Figure 1. I/O nets highlighted.
Drawn at 2 px/um.
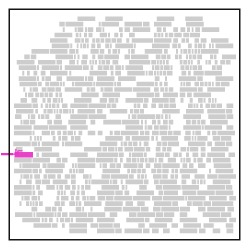
Figure 2. Cell placement.
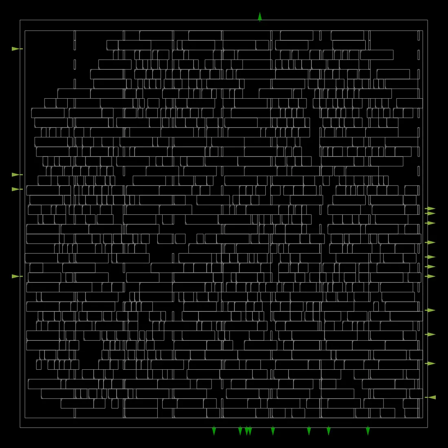
Figure 3. Pin map.
Drawn at 4 px/um. Pins as bars across the die edge, other pins in grey.
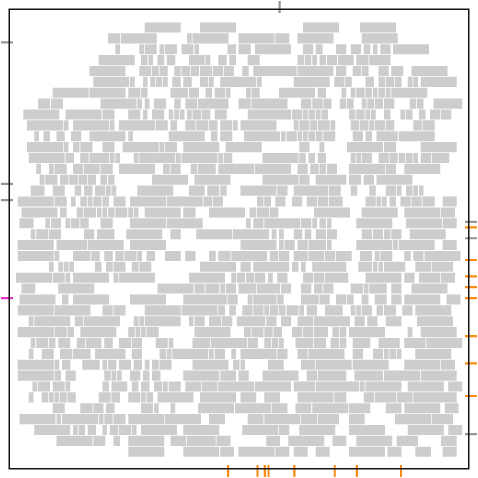
==> config.mk <==
export PLATFORM = sky130hd
export DESIGN_NAME = stopwatch_ctrl
export DESIGN_NICKNAME = d
export VERILOG_FILES = /design/src/rtl/stopwatch_pkg.sv /design/src/rtl/btn_debounce.sv /design/src/rtl/stopwatch_ctrl.sv
export SDC_FILE = /design/constraint.sdc
export NUM_CORES = 1
export LEC_CHECK = 0
export CAP_MARGIN = 20
export CORE_UTILIZATION = 55
export CTS_CLUSTER_DIAMETER = 60
export CTS_CLUSTER_SIZE = 40
export DETAILED_ROUTE_END_ITERATION = 12
export GPL_ROUTABILITY_DRIVEN = 0
export HOLD_SLACK_MARGIN = 0.05
export PLACE_DENSITY_LB_ADDON = 0.1
export SLEW_MARGIN = 20
export SYNTH_ARGS = -nofsm -noshare
export SYNTH_HDL_FRONTEND = slang
export SYNTH_HIERARCHICAL = 1
export SYNTH_SLANG_ARGS = --single-unit
==> constraint.sdc <==
create_clock -name clk -period 2 [get_ports clk]
set_input_delay 0.4 -clock clk [delete_from_list [all_inputs] [get_ports clk]]
set_output_delay 0.4 -clock clk [all_outputs]
set_load 0.02 [all_outputs]
==> results.tsv <==
stage	metric	value	unit
run_status	status	finished with violations	
run_status	failing checks	negative setup slack	
timing	period utilization	106	%
drt	Max Used Layer	met4	
place	DPL Wire Length	10100	um
final_layout	layout filler cell count	882	
final_layout	FF/Latch Area	3530	um^2
drt	drt pass-1 iters	5	
timing	worst setup slack after layout	-0.111	ns
drt	wire length per cell	15.7	um
yosys	Mean Syn Cell Area	10.5	um^2
drt	Vias	5373	
global_route	global-route wire length before repair	25200	um
floorplanning	CORE AREA	12200	um^2
drt	Vias/cell	5.70	
yosys	post-synthesis cell area	6960	um^2
power	VDD IR max	0.635	mV
final_layout	CLK BUF	18	
final_layout	Gate Area	3330	um^2
yosys	Area leader share	50.7	%
final_layout	Final #Nets	778	
timing	Slew Viols, Final	0	
yosys	Main synth FF type	dfrtp_1	
yosys	cell count after synthesis	666	
final_layout	nonclk inv count	22	
timing	# setup viols final	16	
timing	Final Critical Period	2.11	ns
timing	worst clock skew	0.00605	ns
global_route	initial antenna violation count	0	
yosys	Unique cell types	58	
final_layout	Finished Cell Area	8700	um^2
timing	final hold slack	0.347	ns
power	Sw Ratio	20.4	%
critical_path	Worst path slowest cell	or4_4	
final_layout	Top class by area	sequential cells	
run	MaxCap Viol Count	0	
worst_hold_path	Hold Path Stages	0	
timing	Worst Tran Pin Value	0.527	ns
global_route	Most Crowded Layer GR	met2	
final_layout	layout cells sized above 1	24.3	%
floorplanning	chip area	13100	um^2
Notes on Figure 1 above:
[magenta] btn_clear | direction: input | end cells: 1 | buffers: 1 | wire: 9.10 um
Port-buffer cells: 23
I/O pin total: 24

Notes on Figure 2 above:
Non-Filler Instances: 942
Seq area share: 40.6%
row count: 40
Core Util, Final: 71.5%

Notes on Figure 3 above:
[magenta] btn_clear | pins: 1 | direction: input | edge: left
[orange] digit | pins: 16 | direction: output | edge: 8 bottom, 8 right
all pins by edge: 11 right, 8 bottom, 4 left, 1 top
width of the die: 115 um
Die Height: 115 um

-- synth_stat cells (4+ instances only) --
library cell	instances
mux2_2	21
mux2_4	10
clkbuf_2	7
o21ai_0	23
xnor2_1	37
and4_1	5
nand2_1	52
and2_1	6
nor4_1	17
nand3_1	40
clkbuf_1	11
nand4_2	4
a31o_2	7
nor4b_1	6
nor3b_1	6
ha_1	12
or4_4	4
and3_1	6
a21oi_1	16
nor2_1	69
nor3_1	23
buf_1	4
nand3b_1	6
buf_2	4
or3_1	10
o31ai_1	4
xor2_1	12
a21o_1	7
nand4_1	32
dfrtp_1	141
inv_1	21
-- power groups by stage --
| stage | Clock, mW | Combinational [mW] | Sequential [mW] |
|---|---|---|---|
| after floorplan | 0 | 0.0517 | 2.94 |
| after global placement | 0 | 0.143 | 2.95 |
| after detailed placement | 0 | 0.147 | 2.95 |
| after CTS | 3.53 | 0.150 | 2.90 |
| after global routing | 3.65 | 0.167 | 2.90 |
| final | 3.45 | 0.143 | 2.90 |
-- cells in the final DEF, fill, tap and decap left out, types with 8 or more instances in the layout --
cell / instances
nand2_1: 52
o21ai_0: 23
mux2_2: 21
xor2_1: 12
clkdlybuf4s50_1: 22
nor2_1: 69
nor4_1: 14
mux2_4: 10
nand4_1: 32
nor3_1: 22
or3_1: 9
dfrtp_1: 141
ha_1: 8
xnor2_1: 37
a21oi_1: 16
nand3_1: 39
clkbuf_16: 17
buf_4: 75
inv_1: 18
-- per-stage QoR --
stage               power, mW  std cells
floorplan                2.99        666
global placement         3.09        905
detailed placement       3.10        905
CTS                      6.58        940
global route             6.71        942
finish                   6.49        942
-- what timing repair did --
item / CTS / global route
endpoints found under the hold margin: 44 / 0
resized: 4 / 11
pin swaps: 0 / 5
buffers inserted: 2 / 2
hold buffers: 1 / 0
endpoints found under the setup margin: 18 / 28
Power figures rest on the tool's default switching activity, not on a simulated workload.
